$ cat src/rtl/downcounter_timer.sv
// Loadable down-counter with one-shot / auto-reload modes and a 1-cycle terminal-count pulse.
// Optional sticky done flag with clear input when DOWNCTR_STICKY_DONE_EN is defined.
module downcounter_timer #(
    parameter int WIDTH = 4
) (
    input  logic             clk,
    input  logic             rst_n,
    input  logic             load,
    input  logic [WIDTH-1:0] load_val,
    input  logic             start,
    input  logic             stop,
    input  logic             en,
    input  logic             auto_reload,
`ifdef DOWNCTR_STICKY_DONE_EN
    input  logic             done_clr,
    output logic             done,
`endif
    output logic [WIDTH-1:0] count,
    output logic             tc,
    output logic             busy
);

    typedef enum logic {
        IDLE = 1'b0,
        RUN  = 1'b1
    } state_e;

    localparam logic [WIDTH-1:0] ONE = WIDTH'(1);

    state_e           state_q, state_d;
    logic [WIDTH-1:0] count_q, count_d;
    logic [WIDTH-1:0] reload_q, reload_d;
    logic             tc_q, tc_d;
`ifdef DOWNCTR_STICKY_DONE_EN
    logic             done_q, done_d;
`endif

    always_ff @(posedge clk) begin
        if (!rst_n) begin
            state_q  <= IDLE;
            count_q  <= '0;
            reload_q <= '0;
            tc_q     <= 1'b0;
`ifdef DOWNCTR_STICKY_DONE_EN
            done_q   <= 1'b0;
`endif
        end else begin
            state_q  <= state_d;
            count_q  <= count_d;
            reload_q <= reload_d;
            tc_q     <= tc_d;
`ifdef DOWNCTR_STICKY_DONE_EN
            done_q   <= done_d;
`endif
        end
    end

    // Priority: load > stop > start > enabled count
    always_comb begin
        state_d  = state_q;
        count_d  = count_q;
        reload_d = reload_q;
        tc_d     = 1'b0;
        if (load) begin
            count_d  = load_val;
            reload_d = load_val;
            state_d  = IDLE;
        end else if (stop && state_q == RUN) begin
            state_d = IDLE;
        end else if (start && state_q == IDLE) begin
            if (count_q != '0) begin
                state_d = RUN;
            end
        end else if (state_q == RUN && en) begin
            if (count_q == ONE) begin
                tc_d = 1'b1;
                if (auto_reload) begin
                    count_d = reload_q;
                end else begin
                    count_d = '0;
                    state_d = IDLE;
                end
            end else if (count_q != '0) begin
                count_d = count_q - ONE;
            end
        end
`ifdef DOWNCTR_STICKY_DONE_EN
        done_d = done_q;
        if (tc_d) begin
            done_d = 1'b1;
        end else if (done_clr || load) begin
            done_d = 1'b0;
        end
`endif
    end

    always_comb begin
        count = count_q;
        tc    = tc_q;
        busy  = (state_q == RUN);
`ifdef DOWNCTR_STICKY_DONE_EN
        done  = done_q;
`endif
    end

endmodule

$ cat config.mk
export PLATFORM = sky130hd
export DESIGN_NAME = downcounter_timer
export DESIGN_NICKNAME = d
export VERILOG_FILES = /design/src/rtl/downcounter_timer.sv
export SDC_FILE = /design/constraint.sdc
export NUM_CORES = 1
export LEC_CHECK = 0
export ABC_AREA = 1
export CORE_MARGIN = 2
export CORE_UTILIZATION = 41
export DETAILED_ROUTE_END_ITERATION = 6
export PLACE_DENSITY_LB_ADDON = 0.3
export SYNTH_ARGS = -nofsm -noshare
export SYNTH_HDL_FRONTEND = slang
export SYNTH_SLANG_ARGS = --single-unit
export TNS_END_PERCENT = 5
$ cat constraint.sdc
create_clock -name clk -period 1.5 [get_ports clk]
set_clock_uncertainty 0.2 [all_clocks]
set_input_delay 0.3 -clock clk [delete_from_list [all_inputs] [get_ports clk]]
set_output_delay 0.3 -clock clk [all_outputs]
set_load 0.01 [all_outputs]
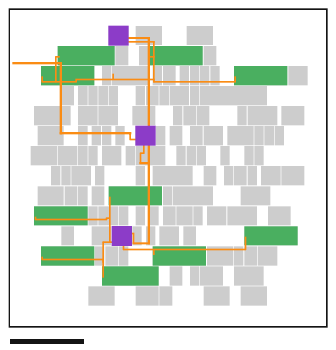
Figure 1: run 1, clock wires, drivers and flops.
The bar under the picture is 10 um long.
legend:
  orange:
    item: clock wires
    length: 169 um
  purple:
    item: clock drivers
    count: 3
  green:
    item: flip-flops
    count: 10
routed clock nets: 4
clock network fraction of design power: 33.0%
reported clock group power: 0.261 mW

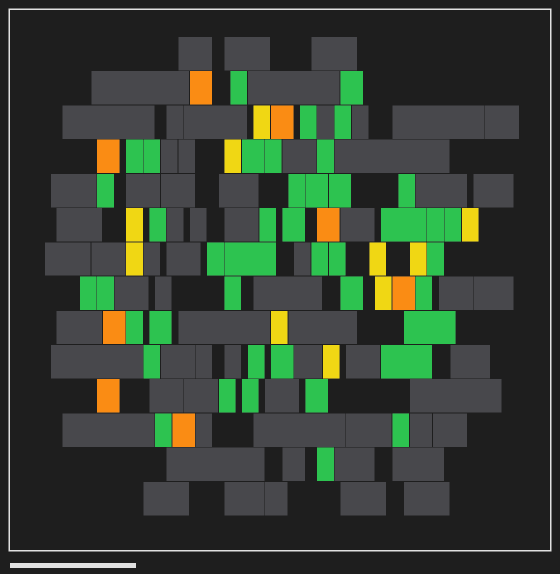
Figure 2: run 1, selected gate families.
The bar under the picture is 10 um long.
legend:
  orange:
    family: inverting AOI/OAI gates
    cells: 8
    most_used: a21oi_1
  yellow:
    family: inverters
    cells: 10
  green:
    family: NAND gates
    cells: 43
    most_used: nand2_1

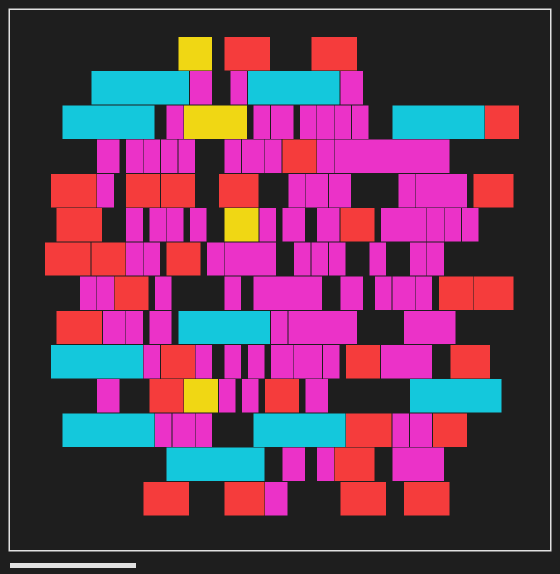
Figure 3: run 1, cell classes on the final placement.
The bar under the picture is 10 um long.
legend:
  magenta:
    class: combinational and other logic
    cells: 83
  red:
    class: other buffers and delay cells
    cells: 30
  cyan:
    class: flops
    cells: 10
  yellow:
    class: clock drivers and dummy loads
    cells: 4
count of standard-cell rows: 14
placeable core region: 1454 um2
end-of-flow core utilization: 64.89%
fraction of area in registers: 21.49%
final design instance area without fill: 943.4 um2

==> flow_results.org, run 1 <==
#+TITLE: Flow metrics

** Status
- Status :: completed

** Synth
- Yosys-reported design area after synthesis :: 620.6 um2
- Yosys mapped a number of flops with a built-in enable equal to 0.
- Largest cells by area after synthesis :: sky130_fd_sc_hd__dfxtp_1 (32%), sky130_fd_sc_hd__nand2_1 (18%), sky130_fd_sc_hd__nor2_1 (7.9%), sky130_fd_sc_hd__nand3_1 (7.3%), sky130_fd_sc_hd__a21oi_1 (6.5%)
- Logic family by area :: simple AND/OR/NAND/NOR gates
- Top cell types by occurrence after synthesis :: sky130_fd_sc_hd__nand2_1 (30), sky130_fd_sc_hd__nor2_1 (13), sky130_fd_sc_hd__dfxtp_1 (10), sky130_fd_sc_hd__nand3_1 (9), sky130_fd_sc_hd__a21oi_1 (8)
- Fraction of synthesized cell area taken by the top area cell type :: between 30 and 40%
- Synthesized-area fraction occupied by ao, oa, aoi and oai cells :: under 10%
- The most frequently used library cell after synthesis is sky130_fd_sc_hd__nand2_1.
- For reference, the post-synthesis area per instance comes to roughly 6.6 um2.

** Placement
- Quantity of I/O buffers inserted on ports :: 16
- Placer Congestion :: 0.8369

** Power
- For this design the total switching power over the nets is 0.2443 mW.
- IR analysis of the VDD net gives a maximum drop of ~570 uV.
- In this run, power in combinational logic comes to ~0.24 mW.
- P_seq :: between 0.2 and 0.3 mW
- Sequential cells burn between 30% and 40% of the power.

** Clock tree
- After clock tree synthesis, the setup repair step added 0 buffers.

** GRT
- The number of antenna violations at the first check in global routing came to 0.
- Recorded from the global router log, the overflow total was 0.

** Worst setup path
- Ordered list of cells on the worst path :: dlygate4sd2_1
- In this design, the largest share of critical-path delay is due to flip-flops.

** Drt
- The first routing iteration left 7 violations.
-- run 1: path summary, 6_finish.rpt --
path                                                from                       end  slack, ns  depth (start not counted)
worst max register to register     count[1]$_SDFFE_PN0P_     count[3]$_SDFFE_PN0P_       0.08                          9
worst min-delay path            reload_q[0]$_SDFFE_PN0P_  reload_q[0]$_SDFFE_PN0P_       0.27                          2
worst min register to register  reload_q[0]$_SDFFE_PN0P_  reload_q[0]$_SDFFE_PN0P_       0.27                          2
worst max-delay path                   busy$_SDFFE_PP0P_                      busy       0.06                          1
-- run 1: sequential cells by signal, summed over array words and instances, names as in the netlist --
name	count
count	4
busy	1
reload_q	4
tc	1
-- run 1: final cells by class --
type	count	share of cell area, %
multi-input combinational	73	41.25
timing repair buffer	30	27.32
sequential	10	21.49
inverter	10	3.979
clock buffer	4	3.846
tap	16	2.122
-- run 1: per-stage QoR --
step / hold slack [ns] / power (mW) / worst slack, ns / setup TNS, ns / instance area [um2]
6_report: 0.2654 / 0.7900 / 0.05698 / 0 / 943.4
5_1_grt: 0.2878 / 0.8289 / -0.01128 / -0.02796 / 943.4
2_1_floorplan: 0.2262 / 0.4261 / 0.04957 / 0 / 620.6
3_5_place_dp: 0.2571 / 0.5356 / -0.1323 / -0.7571 / 894.6
4_1_cts: 0.2667 / 0.7764 / 0.02097 / 0 / 925.9
3_3_place_gp: 0.2524 / 0.5295 / -0.1139 / -0.6378 / 894.6
-- run 1: placed cells by master (no fill, tap or decap), drive strengths merged --
cell type | Yosys | final
clkdlybuf4s50 | 0 | 10
dfxtp | 10 | 10
inv | 10 | 10
buf | 1 | 14
nand2 | 33 | 33
nor3 | 3 | 3
a21oi | 8 | 8
clkbuf | 0 | 4
ha | 3 | 3
nand3 | 10 | 10
dlygate4sd2 | 0 | 6
nor2 | 16 | 16
Figure 4. Power grid (run 1).
Pins as bars on the die edge. Tap cells in gray.
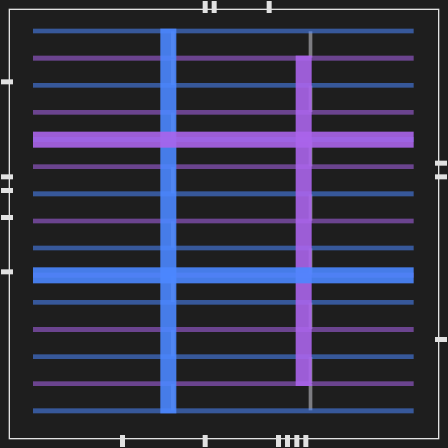

==> run 2, diff against run 1 <==
--- a/config.mk
+++ b/config.mk
@@ -6,10 +6,12 @@
 export NUM_CORES = 1
 export LEC_CHECK = 0
 export ABC_AREA = 1
-export CORE_MARGIN = 2
-export CORE_UTILIZATION = 41
+export CORE_AREA = 2 2 39 41
 export DETAILED_ROUTE_END_ITERATION = 6
+export DIE_AREA = 0 0 41 43
+export DONT_BUFFER_PORTS = 1
 export PLACE_DENSITY_LB_ADDON = 0.3
+export SKIP_LAST_GASP = 1
 export SYNTH_ARGS = -nofsm -noshare
 export SYNTH_HDL_FRONTEND = slang
 export SYNTH_SLANG_ARGS = --single-unit
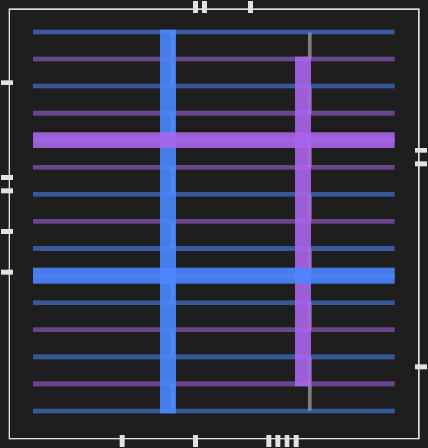
Figure 5: run 2, power grid.
Pins as bars on the die edge. Tap cells in gray.
legend:
  purple:
    net: VDD
  blue:
    net: VSS
tap cells: 16
rows: 14
signal pins: 17
met4 straps: 2
met1 rails: 15
Vert. Die Dim: 43 um
peak ir drop on the vdd network: 546.1 uV
placeable core region: 1384 um2
horizontal extent of the die: 41 um

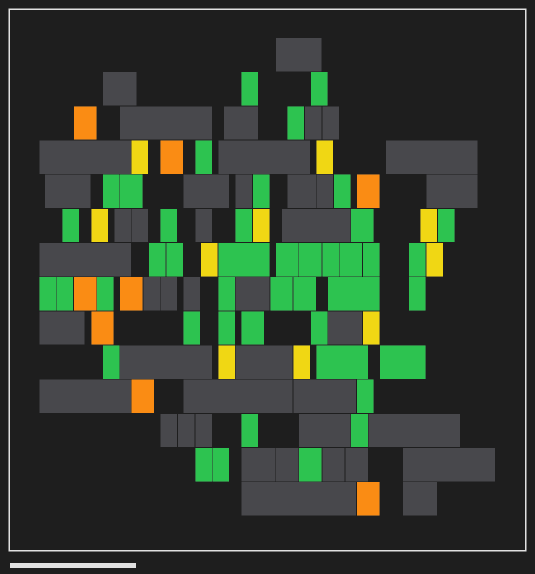
Figure 6: run 2, selected gate families.
The bar under the picture is 10 um long.
legend:
  green:
    family: NAND gates
    cells: 43
    most_used: nand2_1
  orange:
    family: inverting AOI/OAI gates
    cells: 8
    most_used: a21oi_1
  yellow:
    family: inverters
    cells: 10
    most_used: inv_1

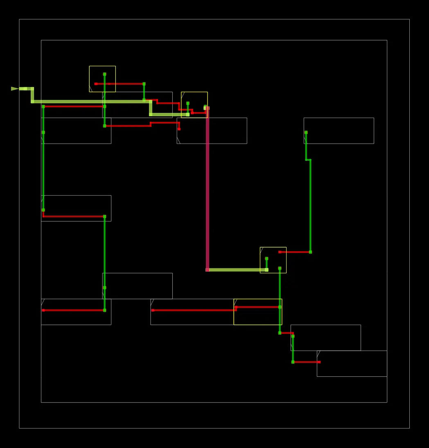
Figure 7: run 2, clock nets.
total CTS buffers: 3
number of clock buffers in the layout: 4
clk ins delay skew pair: 0.27 ns

==> run 2 against run 1 <==
  * The run now ends with hold timing left
  * Fmax grew 2.2%
  * Synthesized area is the same
  * Count of clock-buffer cells in the layout is the same
  * Cell area shrank 21%
  * Global-route usage grew 0.50 points
  * First-iteration DRC count grew 14%
  * Highest routed layer unchanged
==> flow_results.org, run 2 <==
#+TITLE: Flow metrics

** Status
- The flow ran to the end, but the final reports show violations.
- Failing checks :: hold timing

** Layout
- The post-route cell area is 747.0 um2 (-21%).
- Signal buffers share of area :: 8.375% (-19 points)
- Proportion of cell area occupied by multi-input gates :: 51.76% (+11 points)
- The number of sequential cells in the layout came to 10 (unchanged).
- Fraction of area in registers :: 27.30% (+5.8 points)
- Among logic cells in the layout, the one with the most instances is sky130_fd_sc_hd__nand2_1.
- Non-Clock Buffer Count :: 7 (-77%)
- MI comb cells :: 73 (unchanged)
- The library cells used most frequently in the layout, excluding fill and tap cells, are sky130_fd_sc_hd__nand2_1 (30), sky130_fd_sc_hd__nor2_1 (13), sky130_fd_sc_hd__nand3_1 (9), sky130_fd_sc_hd__dfxtp_1 (9), sky130_fd_sc_hd__a21oi_1 (8).
- Area fraction of clock buffers and clock inverters :: 4.858% (+1.0 points)
- The utilization after layout is 53.98% (-11 points).
- Number of logic inverters in the finished layout :: 10 (unchanged)

** Synth
- The synthesis area per yosys was 620.6 um2 (unchanged).
- Largest area contributor in the synthesized netlist :: sky130_fd_sc_hd__dfxtp_1
- The mean instance size in the synthesized netlist is 6.602 um2 (unchanged).
- Looking at the gate-level netlist, the highest instance count belongs to sky130_fd_sc_hd__nand2_1.
- Number of distinct library cells after synthesis :: 14
- Count of flip-flops with a built-in enable after synthesis :: 0 (unchanged)
- Top cell types by occurrence after synthesis :: sky130_fd_sc_hd__nand2_1 (30), sky130_fd_sc_hd__nor2_1 (13), sky130_fd_sc_hd__dfxtp_1 (10), sky130_fd_sc_hd__nand3_1 (9), sky130_fd_sc_hd__a21oi_1 (8)
- The area fraction of the dominant cell type after synthesis is 32.26% (unchanged).
- Largest cells by area after synthesis :: sky130_fd_sc_hd__dfxtp_1 (32%), sky130_fd_sc_hd__nand2_1 (18%), sky130_fd_sc_hd__nor2_1 (7.9%), sky130_fd_sc_hd__nand3_1 (7.3%), sky130_fd_sc_hd__a21oi_1 (6.5%)

** Worst setup path
- The cell family contributing the most delay on the critical path is simple AND/OR/NAND/NOR gates.
- Ordered list of cells on the worst path :: inv_1 -> ha_1 -> nand3_2 -> nand2_4 -> nand2_4 -> nand2_1 -> nor2_1 -> nor2_1

** Timing
- Final Hold Fails :: 1
- Timing would allow up to 708.3 MHz.
- The final timing report derives a shortest allowable period of around 1.4 ns.
- The minimum setup slack in the final design is 0.08809 ns (+0.03112 ns).
- The worst-case hold slack is -0.0005969 ns (-0.2660 ns).
- Setup total negative slack :: 0 ns (unchanged)

** Placement
- Quantity of I/O buffers inserted on ports :: 0 (-16)
- The pre-CTS setup slack was -0.008433 ns (+0.1239 ns).
- Area post-placement :: 651.9 um2 (-27%)
- Placer Congestion :: 0.7495 (-10%)

** GRT
- Total congestion overflow :: 0 (unchanged)

** Clock tree
- Maximum buffer depth of the clock tree :: 2
- # Post-CTS Setup Buffers :: 0 (unchanged)

** Floorplan
- Count of standard-cell rows :: 14 (unchanged)
- Total number of tap cells :: 16 (unchanged)

** Power
- Share of total power in sequential cells :: 41.8% (+4.5 points)
- Total power consumption of the routed design :: 0.7167 mW (-9.3%)
- The share of total power in the clock network is 34.9% (+1.9 points).

** Drt
- The detailed router used layers up to and including met4.
run 2: cell counts after synthesis:
Identical to the previous run, type by type.
run 2: path summary, 6_finish.rpt:
kind                            slack (ns)  cells past startpoint                      from                       end
worst max-delay path                  0.09                      8     count[0]$_SDFFE_PN0P_     count[3]$_SDFFE_PN0P_
worst min-delay path               -0.0006                      2                      load  reload_q[2]$_SDFFE_PN0P_
worst max register to register        0.09                      8     count[0]$_SDFFE_PN0P_     count[3]$_SDFFE_PN0P_
worst min register to register        0.26                      2  reload_q[1]$_SDFFE_PN0P_  reload_q[1]$_SDFFE_PN0P_
run 2: power by group through the flow:
| stage | combinational [mW] | clock (mW) | sequential (mW) |
|---|---|---|---|
| detailed placement | 0.151 | 0 | 0.305 |
| global placement | 0.150 | 0 | 0.305 |
| global route | 0.190 | 0.272 | 0.302 |
| CTS | 0.162 | 0.258 | 0.299 |
| floorplan | 0.119 | 0 | 0.307 |
| finish | 0.167 | 0.250 | 0.300 |
run 2: worst register-to-register path, stage by stage (launching register included):
cell and delay (ns):
sky130_fd_sc_hd__dfxtp_4 0.37, sky130_fd_sc_hd__inv_1 0.08, sky130_fd_sc_hd__ha_1 0.23, sky130_fd_sc_hd__nand3_2 0.10, sky130_fd_sc_hd__nand2_4 0.07, sky130_fd_sc_hd__nand2_4 0.07
sky130_fd_sc_hd__nand2_1 0.05, sky130_fd_sc_hd__nor2_1 0.10, sky130_fd_sc_hd__nor2_1 0.04
run 2: logic make-up (layout without fill, tap and decap cells):
kind of cell	count (synthesis)	count (layout)	share of synthesized area (%)
fa+ha+maj	3	3	6.049
flops	10	10	32.26
compound gates	8	8	6.452
simple gates	62	62	47.38
buf+inv	11	21	7.863
Figure 8. Cell classes on the final placement (run 2).
The bar under the picture is 10 um long.
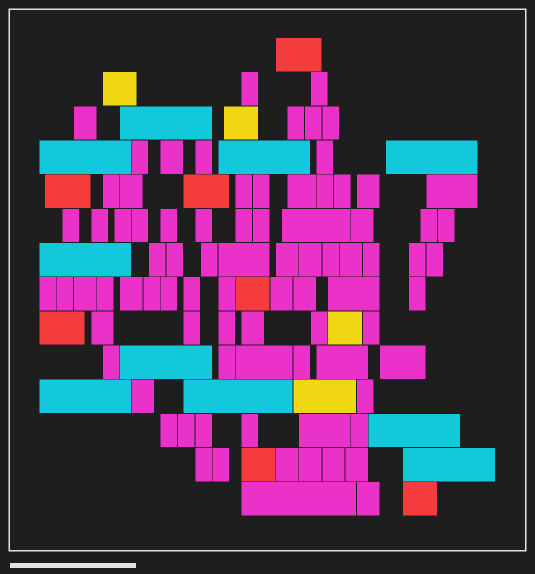

==> run 3, diff against run 2 <==
==> constraint.sdc (replaced) <==
create_clock -name clk -period 1.5 [get_ports clk]
set_clock_uncertainty 0.2 [all_clocks]
set_input_delay 0.3 -clock clk [delete_from_list [all_inputs] [get_ports clk]]
set_output_delay 0.3 -clock clk [all_outputs]
set_load 0.02 [all_outputs]
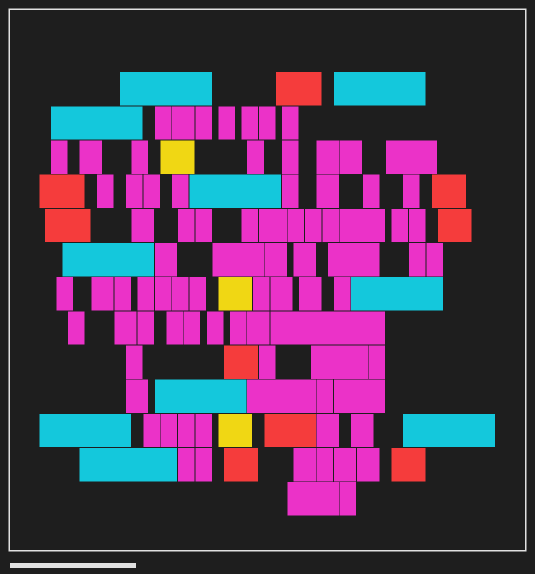
Figure 9: run 3, cell classes on the final placement.
The bar under the picture is 10 um long.
legend:
  magenta:
    class: combinational and other logic
    cells: 83
  yellow:
    class: clock drivers
    cells: 3
  cyan:
    class: flops
    cells: 10
  red:
    class: other buffers and delay cells
    cells: 9
final design instance area without fill: 747.0 um2
fraction of area in registers: 26.97%

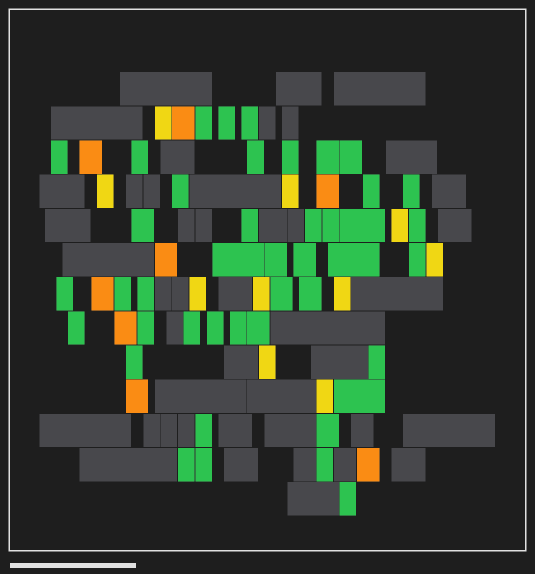
Figure 10: run 3, selected gate families.
The bar under the picture is 10 um long.
legend:
  green:
    family: NAND gates
    cells: 43
    most_used: nand2_1
  orange:
    family: inverting AOI/OAI gates
    cells: 8
    most_used: a21oi_1
  yellow:
    family: inverters
    cells: 10
    most_used: inv_2
most frequent logic cell in the layout: sky130_fd_sc_hd__nand2_1
proportion of cell area occupied by multi-input gates: 51.76%
Final Non-Filler Cells: 121

==> run 3 against run 2 <==
  * The flow still finishes with violations (hold timing)
  * Die size unchanged
  * Power shrank 5.3%
  * Sequential share of layout area decreased by 0.34 points
  * Core utilization stayed put
==> flow_results.org, run 3 <==
#+TITLE: Flow metrics

** Synth
- Post-synthesis cell type with the largest instance count :: sky130_fd_sc_hd__nand2_1
- Top cell types by occurrence after synthesis :: sky130_fd_sc_hd__nand2_1 (30), sky130_fd_sc_hd__nor2_1 (13), sky130_fd_sc_hd__dfxtp_1 (10), sky130_fd_sc_hd__nand3_1 (9), sky130_fd_sc_hd__a21oi_1 (8)
- Count of flip-flops with a built-in enable after synthesis :: 0 (unchanged)
- The main area contributors are sky130_fd_sc_hd__dfxtp_1 (32%), sky130_fd_sc_hd__nand2_1 (18%), sky130_fd_sc_hd__nor2_1 (7.9%), sky130_fd_sc_hd__nand3_1 (7.3%), sky130_fd_sc_hd__a21oi_1 (6.5%).
- Fraction of synthesized cell area taken by the top area cell type :: 32.26% (unchanged)
- The post-synthesis mux area share is 0% (unchanged).
- Number of distinct library cells after synthesis :: 14 (unchanged)
- Average cell area after synthesis :: 6.602 um2 (unchanged)

** Timing
- Final Hold Fails :: 1 (unchanged)
- Setup total negative slack :: 0 ns (unchanged)
- The worst-case hold slack came to -0.004294 ns (-0.003697 ns).
- Maximum clock frequency :: 700.7 MHz (-1.1%)

** Worst setup path
- The reg2reg setup slack was 0.07 ns (-0.02 ns).
- Worst reg-to-reg path cell count :: 9 (+1)
- Total stage count of the critical path :: 9 (+1)

** Clock tree
- Maximum buffer depth of the clock tree :: 2 (unchanged)

** Status
- The checks that failed: hold timing.
- Status :: finished, violations left

** Floorplan
- Vert. Die Dim :: 43 um (unchanged)
- The number of core rows came to 14 (unchanged).
- Placeable core region :: 1384 um2 (unchanged)
- Horizontal extent of the die :: 41 um (unchanged)

** Power
- The power consumption is 0.6784 mW (-5.3%).

** Placement
- The routability-driven placement congestion ratio was 0.7860 (+4.9%).
- Quantity of I/O buffers inserted on ports :: 0 (unchanged)

** GRT
- The total congestion overflow came to 0 (unchanged).

** Hold path
- Worst min-delay path endpoint :: reload_q[0]$_SDFFE_PN0P_

** Layout
- End-of-flow core utilization :: 53.98% (unchanged)
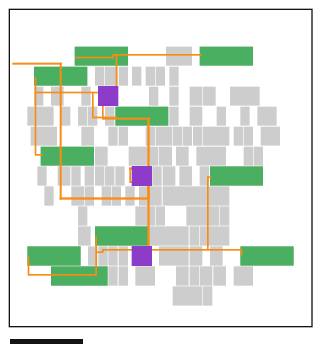
Figure 11: run 3, clock wires, drivers and flops.
The bar under the picture is 10 um long.
legend:
  green:
    item: flip-flops
    count: 10
  purple:
    item: clock drivers
    count: 3
  orange:
    item: clock wires
    length: 176 um
routed clock nets: 4

[run 3: cell counts after synthesis]
Identical to the previous run, type by type.
[run 3: through the flow]
step	hold WS [ns]	setup WS (ns)
2_1_floorplan	0.2187	-0.006870
3_3_place_gp	0.2263	0.09248
3_5_place_dp	0.2346	0.06385
4_1_cts	0.0006312	0.05459
5_1_grt	0.01325	-0.04329
6_report	-0.004294	0.07284
[run 3: how the worst max path moves through the flow]
stage                                 end
detailed placement  count[1]$_SDFFE_PN0P_
floorplan           count[3]$_SDFFE_PN0P_
CTS                 count[1]$_SDFFE_PN0P_
global route        count[3]$_SDFFE_PN0P_
finish              count[3]$_SDFFE_PN0P_
global placement    count[0]$_SDFFE_PN0P_
[run 3: repair_timing]
| action | 4_1_cts | 5_1_grt |
|---|---|---|
| endpoints found under the setup margin | 0 | 4 |
| hold buffers | 3 | 0 |
| gates resized | 0 | 7 |
| hold endpoints to repair | 8 | 0 |
[run 3: report_power, final]
part | internal (mW) | total [mW] | switching (mW)
Clock | 0.0930 | 0.192 | 0.0987
Combinational | 0.0779 | 0.189 | 0.111
Sequential | 0.283 | 0.298 | 0.0146
Total | 0.454 | 0.678 | 0.224
[run 3: metal layers]
metal | part of all wire [%] | track usage, % | up-vias
met1 | 43 | 24.03 | 268
met2 | 50 | 29.69 | 13
met3 | 4.1 | 4.712 | 5
met5 | 0 | 0 | -
li1 | - | - | 321
met4 | 2.7 | 12.00 | 0
[run 3: cell type report]
class | count | area [um2] | share of cell area [%]
Clock buffer | 3 | 22.52 | 3.015
Sequential cell | 10 | 201.4 | 26.97
Tap cell | 16 | 20.02 | 2.680
Timing Repair Buffer | 9 | 78.83 | 10.55
Inverter | 10 | 37.54 | 5.025
Multi-Input combinational cell | 73 | 386.6 | 51.76
No activity file was given, so power comes from the tool's default toggle rates.
